==> config.mk <==
export PLATFORM = sky130hd
export DESIGN_NAME = cheby_ram_arbiter
export DESIGN_NICKNAME = d
export VERILOG_FILES = /design/src/rtl/cheby_ram_arbiter.sv
export SDC_FILE = /design/constraint.sdc
export NUM_CORES = 1
export LEC_CHECK = 0
export CELL_PAD_IN_SITES_DETAIL_PLACEMENT = 2
export CELL_PAD_IN_SITES_GLOBAL_PLACEMENT = 2
export CORE_UTILIZATION = 27
export CTS_CLUSTER_SIZE = 16
export DETAILED_ROUTE_END_ITERATION = 7
export GPL_TIMING_DRIVEN = 0
export PLACE_DENSITY = 0.8
export SYNTH_ARGS = -nofsm -noshare
export SYNTH_HDL_FRONTEND = slang
export SYNTH_SLANG_ARGS = --single-unit
==> constraint.sdc <==
create_clock -name aclk -period 2.55 [get_ports aclk]
set_input_delay 0.51 -clock aclk [delete_from_list [all_inputs] [get_ports aclk]]
set_output_delay 0.51 -clock aclk [all_outputs]
set_load 0.05 [all_outputs]
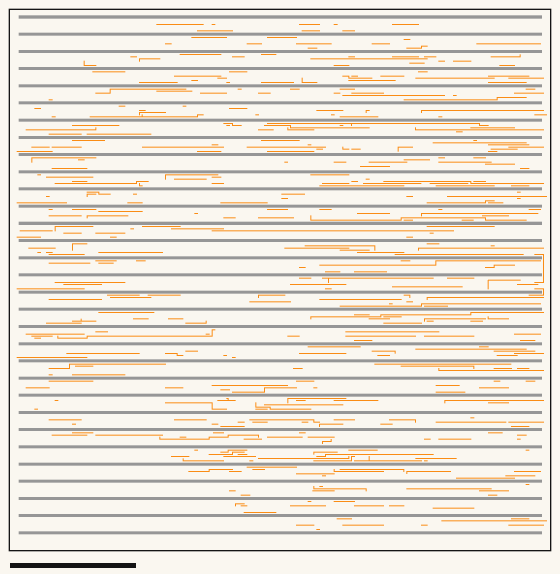
*Met1 routing*
The bar under the picture is 20 um long. Supply wires on this layer in grey.
The layer holds 46% of the routed length. 239 nets have wire on it. The layer carries 2240 um of wire.
GR Layer Usage met1: 18.9%
vias post-DR: 1367
aggregate routed wire length: 4.90 mm

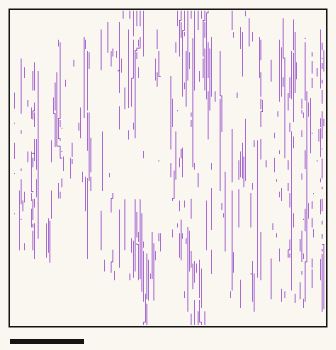
*Met2 routing*
The bar under the picture is 20 um long.
The longest straight run is 46.1 um. The layer carries 2300 um of wire. The wires run mostly vertical.
met2 usage in global routing: 24.1%

==> design notes <==
The run gives 27.8% for the core utilization before placement. The via count normalized by instance count came out at 4.53. The tools report the largest clock skew in the final design as 12.1 ps. With the last weighted congestion value of the routability-driven placer at 0.682, the clock-cell share of area is 3.73%.

The data arrival time of the critical path was 1830 ps. The setup check on the worst reg-to-reg path leaves a slack of 850 ps. Count of port buffers added during placement: 91. The critical path's slowest stage uses the library cell sky130_fd_sc_hd__clkdlybuf4s50_1.

According to the timing report, the data required time at the worst endpoint equals 2040 ps. The routed design uses 2.30 mm of met2 wire. Clock tree root driver cell: sky130_fd_sc_hd__clkbuf_8. Summing the areas of all xor and xnor instances in the mapped netlist gives 0% of the synthesized area. Counting pins that exceed their max-slew limit in the final report gives 0. The run gives 613 uV as the worst vdd rail ir drop.

The worst setup path is captured at a primary output. The tools report the post-synthesis net count as 174. The fraction of cell area in non-clock buffers is 31.4%, and the power in combinational cells is 2580 uW. The flow ran to the end, and the final reports show no timing, DRC or antenna violations.

The pre-antenna-repair detailed-routing pass consisted of 2 iterations. Clock-pin slew was measured on the worst setup and hold paths at 80 ps. Per the synthesis report, the simple-gate share of the synthesized area is 6.46%. OpenROAD emitted warnings numbering 26. In the final report, the number of hold violations comes to 0.

The longest clock path from root to sink contains 2 buffers. The number of well-tap cells placed came out at 80. The area used by sequential logic in the layout was 0.00108 mm2. In the final design, more cell area goes to sequential cells than to any other class.

The main logic family after synthesis is multiplexers. The highest layer touched by signal routing is met4. The maximum fanout along the worst path came out at 4. The run gives 15.4 um2 for the average cell area after synthesis.

With the TritonCTS buffer count at 5, the minimum clock period is 2340 ps. From synthesis to final layout, the design area changed by 60.6%. The detailed-route DRC error count is 0. The net count of the finished layout is 273. The number of gates resized after CTS was 0. The share of total power dissipated in combinational logic is 59.5%. The chip area came out at 0.00730 mm2. Logic depth along the worst register-to-register path is recorded as 5. The floorplan step defined a core boundary enclosing 0.00676 mm2. The horizontal die size was 85.4 um. The power report puts the leakage power at 0.00123 uW.

At the pin with the least slew margin, the transition time is 543 ps. The first global-routing pass estimated 8.09 mm of wire. Per the layout report, the design carries 5 clock buffers. The run gives 0 as the initial antenna violation count. The biggest slice of the total power is consumed by combinational cells.

The run gives 92 for the count of boundary I/O pins. Cells fill 44.7% of the core in the end. TritonCTS built the clock tree.

Setup-violating endpoint count in the final report: 0. Multi-input logic gates represent a cell area share of 25.7%. Per STA, the worst path is made up of nor3_2, inv_2, clkdlybuf4s50_1.

The run gives 43 for the sequential cell count of the final layout. With the filler cell count in the final layout at 668, the multiplexer fraction of the synthesized cell area is 33.0%. The report counts max-capacitance violations totalling 0. The logs give 0 for the hold buffer count at CTS and 21 for the count of unique library cells instantiated by Yosys. For the number of H-tree branching levels, the log shows 2. Per the layout report, the design carries 2 non-clock inverters.

Across all hold checks on the routed design, the worst slack comes to 158 ps. Before any placement, the netlist area is recorded as 0.00188 mm2. For reference, full adder, half adder and majority cells occupy 0% of the area reported after synthesis.

The synthesized netlist handed to floorplanning was reported with a cell count of 122. The post-detailed-route wirelength per cell works out to 16.2 um. Setup repair after global routing left no endpoint under its margin.

After detailed routing, the wire length on met1 is 2.24 mm. The most heavily used metal layer in global routing is met2. The switching share of power was 46.5%; the via count of the first global-routing pass was 1560. The layout has 95 buffers outside the clock class. For this run, combinational gates with multiple inputs come to 74. The power report lists cell-internal power as 2320 uW.

The number of antenna diodes in the final layout is 0. The total global routing track utilization is 14.5%. For the number of synthesis warnings, the log shows 0. The layout cell share with drive strength beyond 1 is 33.8%, and the worst-case setup margin in the final layout is 212 ps. After clock tree synthesis, the setup repair step added 0 buffers. Global routing finished with a remaining overflow of 0. The primary flip-flop cell chosen by synthesis mapping was sky130_fd_sc_hd__dfrtp_1.

Among all stages on the critical path, the maximum delay recorded is 720 ps. The register with the most flip-flops in the layout has 10 of them. The number of flip-flops and latches in the synthesized netlist is 43, and the post-place setup slack is 272 ps. The area of combinational cells with multiple inputs was 774 um2. Leaving out fill and tap cells, the most frequent cell in the layout is sky130_fd_sc_hd__clkdlybuf4s50_1. Looking at the power breakdown, sequential logic takes 28.0% of the total.

The power report lists the sequential group at 1210 uW. Per the Yosys statistics, synthesis produced 122 cells. The detailed router's first-iteration violation count was 28; the number of routed nets with antenna violations was 0. The run gives 428 MHz for the maximum clock rate. The most common logic cells in the final layout are 90 x sky130_fd_sc_hd__clkdlybuf4s50_1, 55 x sky130_fd_sc_hd__mux2_2, 43 x sky130_fd_sc_hd__dfrtp_1. The clock network consumes a total of 541 uW. The clock latency on the worst-skew pair was 300 ps. Sequential cells were found to cover 57.3% of the synthesized design area. Yosys reported that registers with async set or reset make up 100%. OpenROAD reports that the post-layout worst path occupies 91.7% of the period. The layout report gives the register share of total cell area as 35.7%.

Entering global routing, the biggest net connects 26 pins. In this run, the synthesized area fraction spent on AND-OR/OR-AND gates is recorded as 1.80%. The count of flip-flops with a built-in enable after synthesis was 0. Type of the worst setup path: reg -> out. With the wire length on met3 at 320 um, the number of rows in the core area is 30. The chip height was 85.4 um; the number of sinks handled by clock tree synthesis was 43.
[critical path, delay by kind of cell, from the launching register on]
family | cells | cell delay [ps]
buf+inv | 2 | 850
flops | 1 | 420
simple gates | 1 | 270
[cell usage after synthesis (2+ instances only)]
library cell / number / share of area (%)
sky130_fd_sc_hd__mux2_2: 55 / 33
sky130_fd_sc_hd__dfrtp_1: 43 / 57
sky130_fd_sc_hd__buf_2: 2 / 0.53
sky130_fd_sc_hd__nor2_1: 3 / 0.60
sky130_fd_sc_hd__and2_1: 2 / 0.67
sky130_fd_sc_hd__o21ai_0: 2 / 0.53
[per-stage QoR]
stage	power (uW)	instance area (um2)	std cells
floorplan	2920	1880	122
global placement	3770	2890	293
detailed placement	3840	2910	294
CTS	4400	3020	302
global route	4550	3020	302
finish	4330	3020	302
Power figures rest on the tool's default switching activity, not on a simulated workload.
